===== config.mk =====
export PLATFORM = sky130hd
export DESIGN_NAME = uart_tx_scheduler
export DESIGN_NICKNAME = d
export VERILOG_FILES = /design/src/rtl/uart_pkg.sv /design/src/rtl/uart_tx_arb.sv /design/src/rtl/uart_tx_scheduler.sv
export SDC_FILE = /design/constraint.sdc
export NUM_CORES = 1
export LEC_CHECK = 0
export ABC_AREA = 1
export CAP_MARGIN = 30
export CORE_MARGIN = 2
export CORE_UTILIZATION = 51
export CTS_CLUSTER_DIAMETER = 40
export DETAILED_ROUTE_END_ITERATION = 7
export GPL_ROUTABILITY_DRIVEN = 1
export GPL_TIMING_DRIVEN = 0
export PLACE_DENSITY_LB_ADDON = 0.2
export SLEW_MARGIN = 25
export SYNTH_ARGS = -nofsm -noshare
export SYNTH_HDL_FRONTEND = slang
export SYNTH_SLANG_ARGS = --single-unit

===== constraint.sdc =====
create_clock -name clock -period 2.6 [get_ports clock]
set_clock_uncertainty 0.05 [all_clocks]
set_input_delay 0.26 -clock clock [delete_from_list [all_inputs] [get_ports clock]]
set_output_delay 0.26 -clock clock [all_outputs]
set_load 0.1 [all_outputs]

===== src/rtl/uart_pkg.sv =====
// Shared definitions for the UART transmit path: FSM states, baud rate codes
// and the 50 MHz half-period divisors used by the baud generator.
package uart_pkg;

   typedef enum logic [2:0] {
      ST_IDLE   = 3'd0,
      ST_ALIGN  = 3'd1,
      ST_START  = 3'd2,
      ST_DATA   = 3'd3,
      ST_PARITY = 3'd4,
      ST_STOP   = 3'd5
   } tx_state_e;

   localparam logic [1:0] BAUD24  = 2'b00;
   localparam logic [1:0] BAUD48  = 2'b01;
   localparam logic [1:0] BAUD96  = 2'b10;
   localparam logic [1:0] BAUD192 = 2'b11;

   // Terminal counts of the generator's down-counter; baud_clk toggles once
   // per (divisor + 1) clocks, so one bit lasts 2 * (divisor + 1) clocks.
   localparam int unsigned DIV24  = 10417;
   localparam int unsigned DIV48  = 5208;
   localparam int unsigned DIV96  = 2604;
   localparam int unsigned DIV192 = 1302;

   function automatic int unsigned baud_divisor(input logic [1:0] code);
      int unsigned div;
      case (code)
         BAUD24:  div = DIV24;
         BAUD48:  div = DIV48;
         BAUD96:  div = DIV96;
         default: div = DIV192;
      endcase
      return div;
   endfunction

endpackage


===== src/rtl/uart_tx_arb.sv =====
// Two-way fixed-priority arbiter: channel 0 wins unless channel 1 has been
// passed over STARVE_MAX times in a row while waiting.
module uart_tx_arb #(
   parameter int STARVE_MAX = 2
) (
   input  logic       clock,
   input  logic       reset_n,
   input  logic [1:0] valid,
   input  logic       accept,
   output logic [1:0] grant
);

   localparam int SW = (STARVE_MAX > 0) ? $clog2(STARVE_MAX + 1) : 1;

   logic [SW-1:0] starve_cnt;
   logic          starved;

   assign starved = (starve_cnt == SW'(STARVE_MAX));

   always_comb begin
      grant = 2'b00;
      if (accept) begin
         if (valid[1] && (!valid[0] || starved)) begin
            grant = 2'b10;
         end else if (valid[0]) begin
            grant = 2'b01;
         end
      end
   end

   // Counts only the channel-0 wins that actually kept channel 1 waiting.
   always_ff @(posedge clock or negedge reset_n) begin
      if (!reset_n) begin
         starve_cnt <= '0;
      end else if (grant[1]) begin
         starve_cnt <= '0;
      end else if (grant[0] && valid[1] && !starved) begin
         starve_cnt <= starve_cnt + 1'b1;
      end
   end

endmodule


===== src/rtl/uart_tx_scheduler.sv =====
// Shared UART transmit controller: arbitrates the control and bulk channels,
// serializes the granted byte on bit strobes, and owns the baud rate select.
//
// state  | meaning
// IDLE   | line high; baud changes and new grants accepted here
// ALIGN  | byte captured, waiting for the next bit strobe
// START  | driving the start bit
// DATA   | driving payload bits, LSB first
// PARITY | driving the parity bit (only when parity was enabled at accept)
// STOP   | driving the stop bit; busy drops when it ends
module uart_tx_scheduler
   import uart_pkg::*;
#(
   parameter int         DATA_W     = 8,
   parameter int         STARVE_MAX = 2,
   parameter logic [1:0] RESET_BAUD = BAUD96
) (
   input  logic              clock,
   input  logic              reset_n,
   input  logic              baud_clk,
   output logic [1:0]        baud_rate_out,
   input  logic              cfg_valid,
   input  logic [1:0]        cfg_baud,
   output logic              cfg_ready,
   input  logic              req0_valid,
   input  logic [DATA_W-1:0] req0_data,
   output logic              req0_ready,
   input  logic              req1_valid,
   input  logic [DATA_W-1:0] req1_data,
   output logic              req1_ready,
   input  logic              parity_en,
   input  logic              parity_odd,
   output logic              tx,
   output logic              busy,
   output logic              grant_id
);

   localparam int CNT_W = $clog2(DATA_W + 1);

   tx_state_e         state;
   logic              baud_clk_q;
   logic              bit_stb;
   logic [DATA_W-1:0] shift_q;
   logic [CNT_W-1:0]  bit_cnt;
   logic              par_en_q;
   logic              par_bit_q;
   logic              arb_accept;
   logic [1:0]        grant;
   logic [DATA_W-1:0] grant_data;

   always_ff @(posedge clock or negedge reset_n) begin
      if (!reset_n) begin
         baud_clk_q <= 1'b0;
      end else begin
         baud_clk_q <= baud_clk;
      end
   end

   assign bit_stb = baud_clk & ~baud_clk_q;

   // A pending cfg request takes the IDLE cycle, so no grant is offered then.
   assign cfg_ready  = (state == ST_IDLE);
   assign arb_accept = cfg_ready && !cfg_valid;

   uart_tx_arb #(
      .STARVE_MAX (STARVE_MAX)
   ) u_arb (
      .clock   (clock),
      .reset_n (reset_n),
      .valid   ({req1_valid, req0_valid}),
      .accept  (arb_accept),
      .grant   (grant)
   );

   assign req0_ready = grant[0];
   assign req1_ready = grant[1];
   assign grant_data = grant[1] ? req1_data : req0_data;

   always_ff @(posedge clock or negedge reset_n) begin
      if (!reset_n) begin
         state         <= ST_IDLE;
         tx            <= 1'b1;
         busy          <= 1'b0;
         grant_id      <= 1'b0;
         baud_rate_out <= RESET_BAUD;
         shift_q       <= '0;
         bit_cnt       <= '0;
         par_en_q      <= 1'b0;
         par_bit_q     <= 1'b0;
      end else begin
         case (state)
            ST_IDLE: begin
               if (cfg_valid) begin
                  baud_rate_out <= cfg_baud;
               end else if (|grant) begin
                  shift_q   <= grant_data;
                  par_en_q  <= parity_en;
                  par_bit_q <= ^grant_data ^ parity_odd;
                  grant_id  <= grant[1];
                  busy      <= 1'b1;
                  state     <= ST_ALIGN;
               end
            end
            ST_ALIGN: begin
               bit_cnt <= '0;
               if (bit_stb) begin
                  tx    <= 1'b0;
                  state <= ST_START;
               end
            end
            ST_START: begin
               if (bit_stb) begin
                  tx      <= shift_q[0];
                  shift_q <= shift_q >> 1;
                  bit_cnt <= CNT_W'(1);
                  state   <= ST_DATA;
               end
            end
            ST_DATA: begin
               if (bit_stb) begin
                  if (bit_cnt == CNT_W'(DATA_W)) begin
                     if (par_en_q) begin
                        tx    <= par_bit_q;
                        state <= ST_PARITY;
                     end else begin
                        tx    <= 1'b1;
                        state <= ST_STOP;
                     end
                  end else begin
                     tx      <= shift_q[0];
                     shift_q <= shift_q >> 1;
                     bit_cnt <= bit_cnt + 1'b1;
                  end
               end
            end
            ST_PARITY: begin
               if (bit_stb) begin
                  tx    <= 1'b1;
                  state <= ST_STOP;
               end
            end
            ST_STOP: begin
               if (bit_stb) begin
                  busy  <= 1'b0;
                  state <= ST_IDLE;
               end
            end
            default: begin
               tx    <= 1'b1;
               busy  <= 1'b0;
               state <= ST_IDLE;
            end
         endcase
      end
   end

endmodule


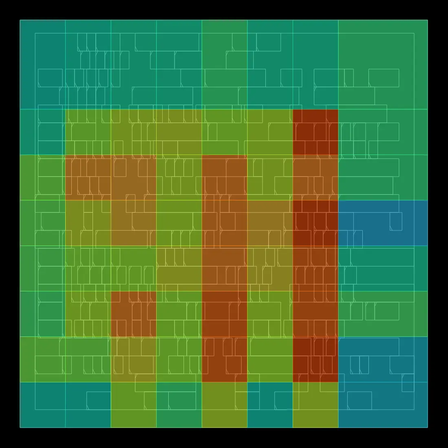
Run 1: track usage over the die
met3 Resource Use GR: 2.07%
Core Util, Final: 64.8%
global routing usage on met1: 25.3%

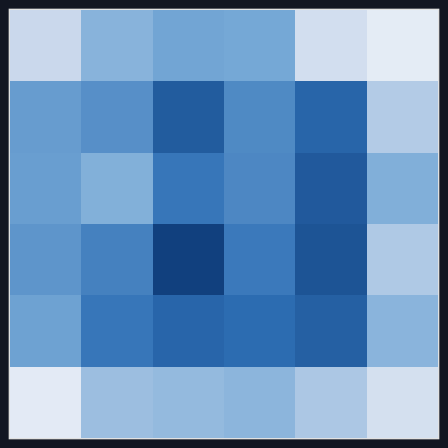
Run 1: local utilization
6 x 6 tiles, from white (low) to dark blue (high), 0 to 100% covered.
The densest ninth of the die: centre. The emptiest ninth of the die: north-east. The mean over all tiles is 54%. 22% of the tiles are over 75% full.

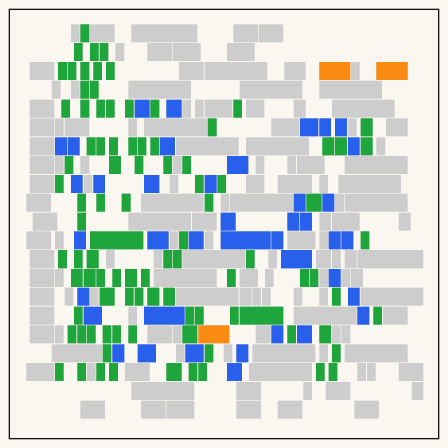
Run 1: gate-type map
fa/ha/maj cells: drawn in orange, cells 3, most used ha_1. nand cells: drawn in green, cells 94, most used nand2_1. aoi and oai cells: drawn in blue, cells 40, most used o21ai_0.

-- run 1: sequential cells by signal, indices dropped and copies added, names as in the netlist --
signal            flops
u_arb.starve_cnt      2
baud_clk_q            1
tx                    1
par_en_q              1
busy                  1
baud_rate_out         2
par_bit_q             1
grant_id              1
bit_cnt               4
shift_q               8
state                 3
-- run 1: logic make-up after synthesis --
family                   count (synthesis)  share of synthesized area [%]
buffers and inverters                   42                           10.7
AND/OR/NAND/NOR                        117                           32.0
adder cells (fa/ha/maj)                  3                           2.20
flip-flops                              25                           36.8
XOR/XNOR                                 2                           1.03
multiplexers                             3                           1.98
AND-OR/OR-AND                           40                           15.3
==> run summary, run 1 <==
impl run done, here's what came out: status completed, overall track demand over capacity in global routing 19.8%, CP Capture Type output port, FF/Latch Area 628 sq um, gpl congestion 0.932, Yosys chip area 1710 sq um, Clock power frac 8.0%, average size of a mapped cell 7.36 sq um, fin crit period 2.46 ns, Net Sw Frac 52.3%, antenna cell count 0, Gate power share 61.1%, Post-Place Cell Area 2090 sq um, antenna violations before repair 0, Max VDD drop 0.000295 V, combinational cell power 1310 uW, number of enable flip-flop cells 0, CP cell instances inv_1 -> ha_1 -> inv_1 -> nand2_1 -> nand2_2 -> nor2_8 -> buf_6 -> clkdlybuf4s18_2, Finished Cell Area 2130 sq um, R2R Setup Slk 0.47 ns, final setup violation count 0, R2R cell count 15, # clock sinks 25, Tap Count 46, hold depth 1, port bufs 33, top area contributor share 33.7%, die width 61.8 um, CP dominant cell by count inv_1, CP max stage delay 0.54 ns, post-CTS setup buffer count 0, CTS buffer count 3, HP Start baud_clk, Dominant Register Cell dfrtp_1, total chip power 2150 uW, final max-slew violation count 0, PostCTS Resize Cnt 7, clock-net power 173 uW, largest net degree at the start of global routing 26, Mapped Area 1710 sq um, Worst Path Class, Setup reg2out, logic share of the area 42.3%, met2 Track Usage GR 35.8%, # Cells Yosys 232, top layer in use met3, Layout fillers 303, Hold/Removal Path Class in2reg, WL per Instance 10.6 um, # clk buffers 3, drt first-iter violations 112, Least-Margin Pin Slew 0.970 ns, Critical R2R Launch u_arb.starve_cnt[0], critical path launch point type register, Setup crit start u_arb.starve_cnt[0], NumNets Final 300, number of max-cap violations 0, Non-Filler Instances 316, crit path to req1_ready, vias in the first global route 1371, seq_cells 25, DRC Markers 0, share of cells above drive strength 1 13.3%, Worst Hold Path EP baud_clk_q, GR peak layer met2, Fmax 406 MHz, FP Util 52.0%, internal power 1030 uW, crit path max fanout 10, Total Wirelength 3360 um, cell accounting for the most synthesized area dfrtp_1, largest class multi-input combinational cells, wire length on met3 86 um, cell with the most instances after synthesis nand2_1, half-perimeter wire length after placement 2670 um, Syn-to-layout area delta 24.7%, Pre-Repair DR Iteration Count 4, Die Area 3820 sq um, nonclk inv count 39, logic area 901 sq um
==> inputs of run 2 (changes only) <==
- CAP_MARGIN: 30 -> not set
- CORE_UTILIZATION: 51 -> 40
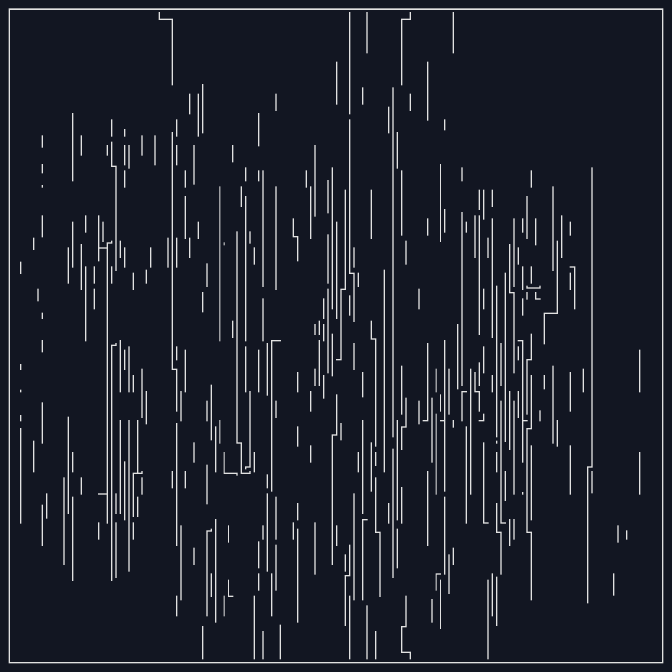
Run 2: the metal 2 layer
The wires run mostly vertical. The longest straight run is 37.1 um. The layer holds 49% of the routed length. The layer carries 1640 um of wire.
vias: 1522
met2 Track Usage GR: 26.0%
Total Wirelength: 3320 um

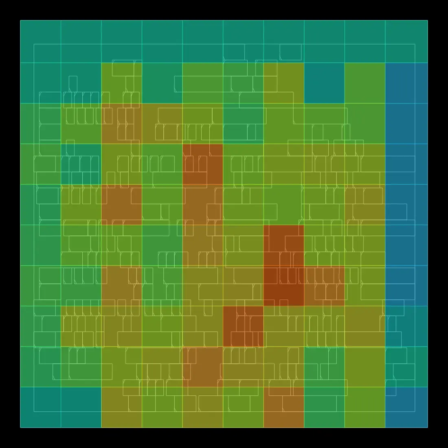
Run 2: track usage over the die
global routing usage on met1: 19.4%
GR peak layer: met2
met3 Resource Use GR: 1.45%

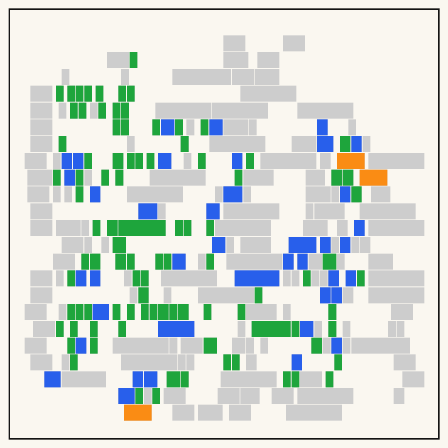
Run 2: gate-type map
aoi and oai cells: drawn in blue, cells 40, most used o21ai_0. nand cells: drawn in green, cells 94, most used nand2_1. fa/ha/maj cells: drawn in orange, cells 3, most used ha_1.
dominant logic cell type in the layout: nand2_1
Non-Filler Instances: 320

==> run 2 against run 1 <==
  * Worst hold slack better by 0.067 ns
  * Clock power is 32% higher
  * Sequential share of layout area is 0.39 points lower
  * Setup slack worse by 0.019 ns
  * Highest routed layer is now met4
==> run summary, run 2 <==
impl run done, here's what came out: cell accounting for the most synthesized area dfrtp_1, Gate power share 59.5%, number of max-cap violations 0, top area contributor share 33.7%, Worst Hold Path EP baud_clk_q, Pre-Repair DR Iteration Count 4, die width 69.3 um, Dominant Register Cell dfrtp_1, Setup crit start state[1], Top Registers shift_q x8, bit_cnt x4, state x3, CP Capture Type output port, combinational cell power 1310 uW, NumNets Final 300, CP cell instances nor2_4 -> nand2_1 -> inv_1 -> dlygate4sd2_1, vias in the first global route 1407, CTS buffer count 3, HP Start baud_clk, total chip power 2200 uW, FP Util 42.1%, Die Area 4810 sq um, Core Util, Final 53.2%, final max-slew violation count 0, # Cells Yosys 232, yosys xor share 1.03%, Net Sw Frac 51.0%, number of enable flip-flop cells 0, max reg flops 8, Syn-to-layout area delta 26.4%, Critical R2R Launch u_arb.starve_cnt[0], Fmax 403 MHz, Hold/Removal Path Class in2reg, gpl congestion 0.801, Least-Margin Pin Slew 0.964 ns, crit path max fanout 5, status completed, share of cells above drive strength 1 13.0%, antenna violations before repair 0, hold depth 1, R2R cell count 15, Clock power frac 10.4%, # clock sinks 25, yosys adder share 2.20%, Max VDD drop 0.000370 V, clock-net power 228 uW, drt first-iter violations 60, WL per Instance 10.4 um, fin crit period 2.48 ns, overall track demand over capacity in global routing 15.0%, largest net degree at the start of global routing 26, half-perimeter wire length after placement 2730 um, Worst Path Class, Setup reg2out, DRC Markers 0, Compound Share, Synth 15.3%, final setup violation count 0
==> run 2: per-layer routing <==
layer | wire [um] | vias up | track usage (%)
li1 | - | 820 | -
met1 | 1580 | 672 | 19.4
met2 | 1640 | 28 | 26.0
met3 | 76 | 2 | 1.45
met4 | 25 | 0 | 5.23
met5 | 0 | - | 0
==> run 2: cell type report <==
| cell class | count | area (sq um) |
|---|---|---|
| clock buffers | 3 | 41.3 |
| flip-flops and latches | 25 | 628 |
| clock inverters | 1 | 5.00 |
| plain buffers | 3 | 36.3 |
| inverters | 39 | 146 |
| fillers | 405 | 1900 |
| well taps | 50 | 62.6 |
| repair buffers | 34 | 337 |
| multi-input cells | 165 | 901 |
==> run 2: timing repair <==
action,in CTS,in global routing
hold buffers,1,0
endpoints found under the setup margin,3,0
endpoints found under the hold margin,23,0
gates resized,7,0
Power is estimated from default activity; no workload was simulated.
